File: config.mk
export PLATFORM = sky130hd
export DESIGN_NAME = dmem_arbiter
export DESIGN_NICKNAME = d
export VERILOG_FILES = /design/src/rtl/dmem_arbiter.sv
export SDC_FILE = /design/constraint.sdc
export NUM_CORES = 1
export LEC_CHECK = 0
export CAP_MARGIN = 20
export CORE_MARGIN = 3
export CORE_UTILIZATION = 42
export DETAILED_ROUTE_END_ITERATION = 10
export GPL_TIMING_DRIVEN = 0
export MAX_ROUTING_LAYER = met4
export PLACE_DENSITY = 0.9
export SYNTH_ARGS = -nofsm -noshare
export SYNTH_HDL_FRONTEND = slang
export SYNTH_SLANG_ARGS = --single-unit
File: constraint.sdc
create_clock -name clk -period 3.8 [get_ports clk]
set_input_delay 0.57 -clock clk [delete_from_list [all_inputs] [get_ports clk]]
set_output_delay 0.57 -clock clk [all_outputs]
set_load 0.01 [all_outputs]
File: src/rtl/dmem_arbiter.sv
// dmem_arbiter: req/ack arbiter that shares one single-port data memory between the CPU and the UART loader.
// Optional macro DMEM_ARB_BOOT_HOLD_EN adds boot_done and keeps the CPU off memory until boot completes.
module dmem_arbiter #(
    parameter int DATA_WIDTH   = 32,
    parameter int ADDR_WIDTH   = 4,
    parameter int CPU_PRIORITY = 1,
    parameter int MAX_WAIT     = 4
) (
    input  logic                  clk,
    input  logic                  rst,
`ifdef DMEM_ARB_BOOT_HOLD_EN
    input  logic                  boot_done,
`endif
    input  logic                  cpu_req,
    input  logic                  cpu_we,
    input  logic [ADDR_WIDTH-1:0] cpu_addr,
    input  logic [DATA_WIDTH-1:0] cpu_wdata,
    output logic                  cpu_ack,
    output logic [DATA_WIDTH-1:0] cpu_rdata,
    input  logic                  uart_req,
    input  logic                  uart_we,
    input  logic [ADDR_WIDTH-1:0] uart_addr,
    input  logic [DATA_WIDTH-1:0] uart_wdata,
    output logic                  uart_ack,
    output logic [DATA_WIDTH-1:0] uart_rdata,
    output logic [ADDR_WIDTH-1:0] mem_addr,
    output logic [DATA_WIDTH-1:0] mem_wdata,
    output logic                  mem_we,
    input  logic [DATA_WIDTH-1:0] mem_rdata
);

    localparam int                WAIT_W     = $clog2(MAX_WAIT + 1);
    localparam logic [WAIT_W-1:0] WAIT_LIMIT = WAIT_W'(MAX_WAIT);
    localparam bit                PRIO_EN    = (CPU_PRIORITY != 0);

    typedef enum logic [1:0] {
        IDLE     = 2'd0,
        CPU_ACC  = 2'd1,
        UART_ACC = 2'd2
    } state_t;

    typedef enum logic {
        GRANT_CPU  = 1'b0,
        GRANT_UART = 1'b1
    } grant_t;

    state_t                r_state;
    state_t                w_state_next;
    grant_t                r_last_grant;
    grant_t                w_last_grant_next;
    logic [WAIT_W-1:0]     r_wait_cnt;
    logic [WAIT_W-1:0]     w_wait_cnt_next;
    logic [ADDR_WIDTH-1:0] r_mem_addr;
    logic [ADDR_WIDTH-1:0] w_mem_addr_next;
    logic [DATA_WIDTH-1:0] r_mem_wdata;
    logic [DATA_WIDTH-1:0] w_mem_wdata_next;
    logic                  r_latched_we;
    logic                  w_latched_we_next;
    logic [DATA_WIDTH-1:0] r_cpu_rdata;
    logic [DATA_WIDTH-1:0] r_uart_rdata;

    logic                  w_cpu_elig;
    logic                  w_contested;
    logic                  w_grant_cpu;
    logic                  w_grant_uart;
    logic                  w_cpu_acc;
    logic                  w_uart_acc;

`ifdef DMEM_ARB_BOOT_HOLD_EN
    logic r_boot_ok;

    // Sticky: once the loader signals completion the CPU stays eligible until reset.
    always_ff @(posedge clk or posedge rst) begin
        if (rst) begin
            r_boot_ok <= 1'b0;
        end else if (boot_done) begin
            r_boot_ok <= 1'b1;
        end
    end

    assign w_cpu_elig = cpu_req & r_boot_ok;
`else
    assign w_cpu_elig = cpu_req;
`endif

    assign w_contested = w_cpu_elig & uart_req;

    // Grant decision; only meaningful in IDLE, forced low elsewhere.
    // NOTE: every always_comb output gets a default first so no path can infer a latch.
    always_comb begin
        w_grant_cpu  = 1'b0;
        w_grant_uart = 1'b0;
        if (r_state == IDLE) begin
            if (w_contested) begin
                if (!PRIO_EN) begin
                    if (r_last_grant == GRANT_UART) begin
                        w_grant_cpu = 1'b1;
                    end else begin
                        w_grant_uart = 1'b1;
                    end
                end else if (r_wait_cnt == WAIT_LIMIT) begin
                    w_grant_uart = 1'b1;
                end else begin
                    w_grant_cpu = 1'b1;
                end
            end else begin
                w_grant_cpu  = w_cpu_elig;
                w_grant_uart = uart_req;
            end
        end
    end

    always_comb begin
        w_state_next      = r_state;
        w_last_grant_next = r_last_grant;
        w_wait_cnt_next   = r_wait_cnt;
        w_mem_addr_next   = r_mem_addr;
        w_mem_wdata_next  = r_mem_wdata;
        w_latched_we_next = r_latched_we;
        case (r_state)
            IDLE: begin
                if (w_grant_cpu) begin
                    w_state_next      = CPU_ACC;
                    w_last_grant_next = GRANT_CPU;
                    w_mem_addr_next   = cpu_addr;
                    w_mem_wdata_next  = cpu_wdata;
                    w_latched_we_next = cpu_we;
                    // Starvation guard counts only wins the UART actually lost.
                    if (PRIO_EN && w_contested) begin
                        w_wait_cnt_next = r_wait_cnt + WAIT_W'(1);
                    end
                end else if (w_grant_uart) begin
                    w_state_next      = UART_ACC;
                    w_last_grant_next = GRANT_UART;
                    w_mem_addr_next   = uart_addr;
                    w_mem_wdata_next  = uart_wdata;
                    w_latched_we_next = uart_we;
                    w_wait_cnt_next   = '0;
                end
            end
            CPU_ACC, UART_ACC: begin
                w_state_next = IDLE;
            end
            default: begin
                w_state_next = IDLE;
            end
        endcase
    end

    // NOTE: sequential state uses non-blocking assignments so all registers update together at the edge.
    always_ff @(posedge clk or posedge rst) begin
        if (rst) begin
            r_state      <= IDLE;
            r_last_grant <= GRANT_UART;
            r_wait_cnt   <= '0;
            r_mem_addr   <= '0;
            r_mem_wdata  <= '0;
            r_latched_we <= 1'b0;
        end else begin
            r_state      <= w_state_next;
            r_last_grant <= w_last_grant_next;
            r_wait_cnt   <= w_wait_cnt_next;
            r_mem_addr   <= w_mem_addr_next;
            r_mem_wdata  <= w_mem_wdata_next;
            r_latched_we <= w_latched_we_next;
        end
    end

    assign w_cpu_acc  = (r_state == CPU_ACC);
    assign w_uart_acc = (r_state == UART_ACC);

    always_ff @(posedge clk or posedge rst) begin
        if (rst) begin
            r_cpu_rdata  <= '0;
            r_uart_rdata <= '0;
        end else begin
            if (w_cpu_acc && !r_latched_we) begin
                r_cpu_rdata <= mem_rdata;
            end
            if (w_uart_acc && !r_latched_we) begin
                r_uart_rdata <= mem_rdata;
            end
        end
    end

    // Moore-decoded from state, so reset drops mem_we and the acks without waiting for a clock.
    assign cpu_ack    = w_cpu_acc;
    assign uart_ack   = w_uart_acc;
    assign mem_we     = (w_cpu_acc | w_uart_acc) & r_latched_we;
    assign mem_addr   = r_mem_addr;
    assign mem_wdata  = r_mem_wdata;
    assign cpu_rdata  = (w_cpu_acc && !r_latched_we) ? mem_rdata : r_cpu_rdata;
    assign uart_rdata = (w_uart_acc && !r_latched_we) ? mem_rdata : r_uart_rdata;

endmodule
Figure 1. The metal 1 layer.
Bar = 20 µm. Supply wires on this layer in grey.
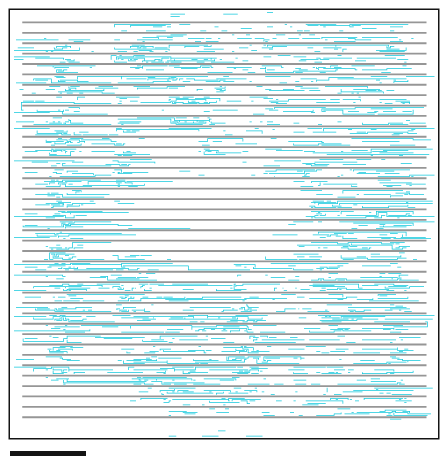
wire length on this layer: 5,680 µm
longest straight run: 34.0 µm
main direction: horizontal

Figure 2. M2 wires.
Cells faint in the background.
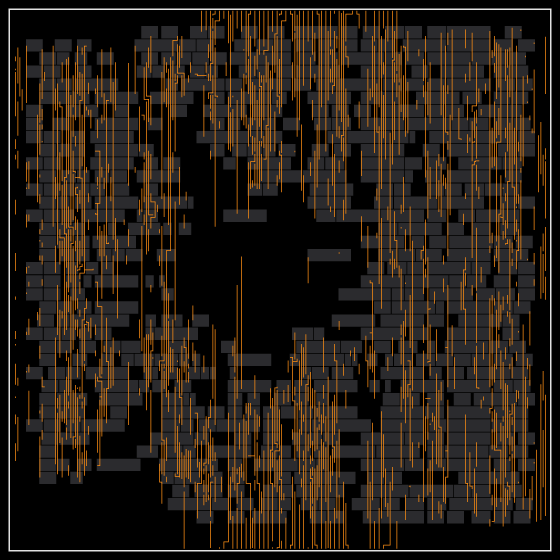
longest straight run: 47.1 µm
nets with wire on the layer: 617

Figure 3. Metal 3.
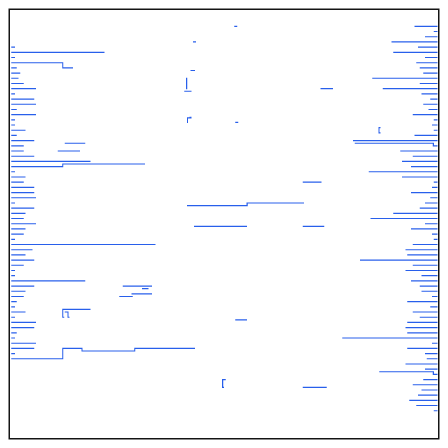
longest straight run: 37.5 µm
nets with wire on the layer: 151
main direction: horizontal
wire length on this layer: 988 µm
share of all routed wire: 7.2%

Figure 4. Signal wires on met4.
Supply wires on this layer in grey.
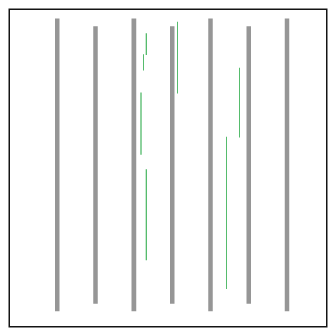
nets with wire on the layer: 4
main direction: vertical
share of all routed wire: 1.2%
longest straight run: 53.7 µm

==> flow_summary.ini <==
; flow metrics
[timing]
clock_skew_ns = 0.006378
setup_viol = 0
clock.fmax_mhz = 336.8
min_period_over_period = 0.7813
timing.setup.tns_ns = 0
hold_viol_final = 0
slew-limit-headroom = 0.6580

[pwr]
seq_cell_power_mw = 1.77
clock_power_uw = 986
p_total_mw = 5.066
cell_internal_pwr_mw = 3.541
power.net_switching_mw = 1.525

[critical_path]
critical_path.max_fanout = 10
regToRegStartpoint = r_state[0]$_DFFE_PP0P_
cp_required_ns = 3.23

[routing]
drt-total-wl_mm = 13.73
drt.antenna.violating_nets = 0

[grt]
global_route.overflow_total = 0
globalRouteTotalUtil = 0.2280

[clocking]
maximum_count_of_clock_buffers_along_a_single_path = 2
post-cts-setup-buffers = 0
cts_htree_levels = 3
cts.reportedPaths.clkPinSlew_ns = 0.07

[synthesis]
xor_area_frac = 0
fraction_of_the_yosys_area_taken_by_sequential_cells = 0.5614
synthesis.yosys.warnings = 0
yosys-stat-area_um2 = 4725
netlist_area_um2 = 4725
post_synth_top_flop = dfrtp_1
cell_area_leaders = dfrtp_1, mux2_2, a22o_1, o2bb2ai_1, o21bai_1
top_cells_by_count = dfrtp_1, mux2_2, a22o_1
ys_cells = 346
synthesis_stage_register_bit_count = 106

[final_layout]
n_fill_cell = 805
drive_above_1_share = 0.1826
area_of_all_placed_cells_without_fillers_um2 = 7371
final_net_count = 685
signal_buffers = 246

[run]
tool_warning_count = 29
drv_cap = 0

[hold_path]
min-delay-start = r_uart_rdata[12]$_DFF_PP0_

[status]
run_status = finished clean

[floorplanning]
tapCellCount = 140
num_rows = 38
state kept, by name, indices dropped and copies added (netlist names):
register / count
mem_wdata: 32
r_cpu_rdata: 32
r_uart_rdata: 32
mem_addr: 4
r_wait_cnt: 3
r_state: 2
r_latched_we: 1
critical path, cell delays in order (launching register included):
cell	delay, ns
dfrtp_1	0.35
inv_1	0.07
ha_1	0.21
nand2b_1	0.07
clkbuf_2	0.15
buf_2	0.29
mux2_2	0.40
clkdlybuf4s50_1	0.52
layer usage:
layer,vias up,global-route usage,wire length (µm)
li1,1741,-,-
met1,1863,0.2792,5682
met2,173,0.3833,6892
met3,16,0.04798,987
met4,0,0.06891,170
met5,-,-,0
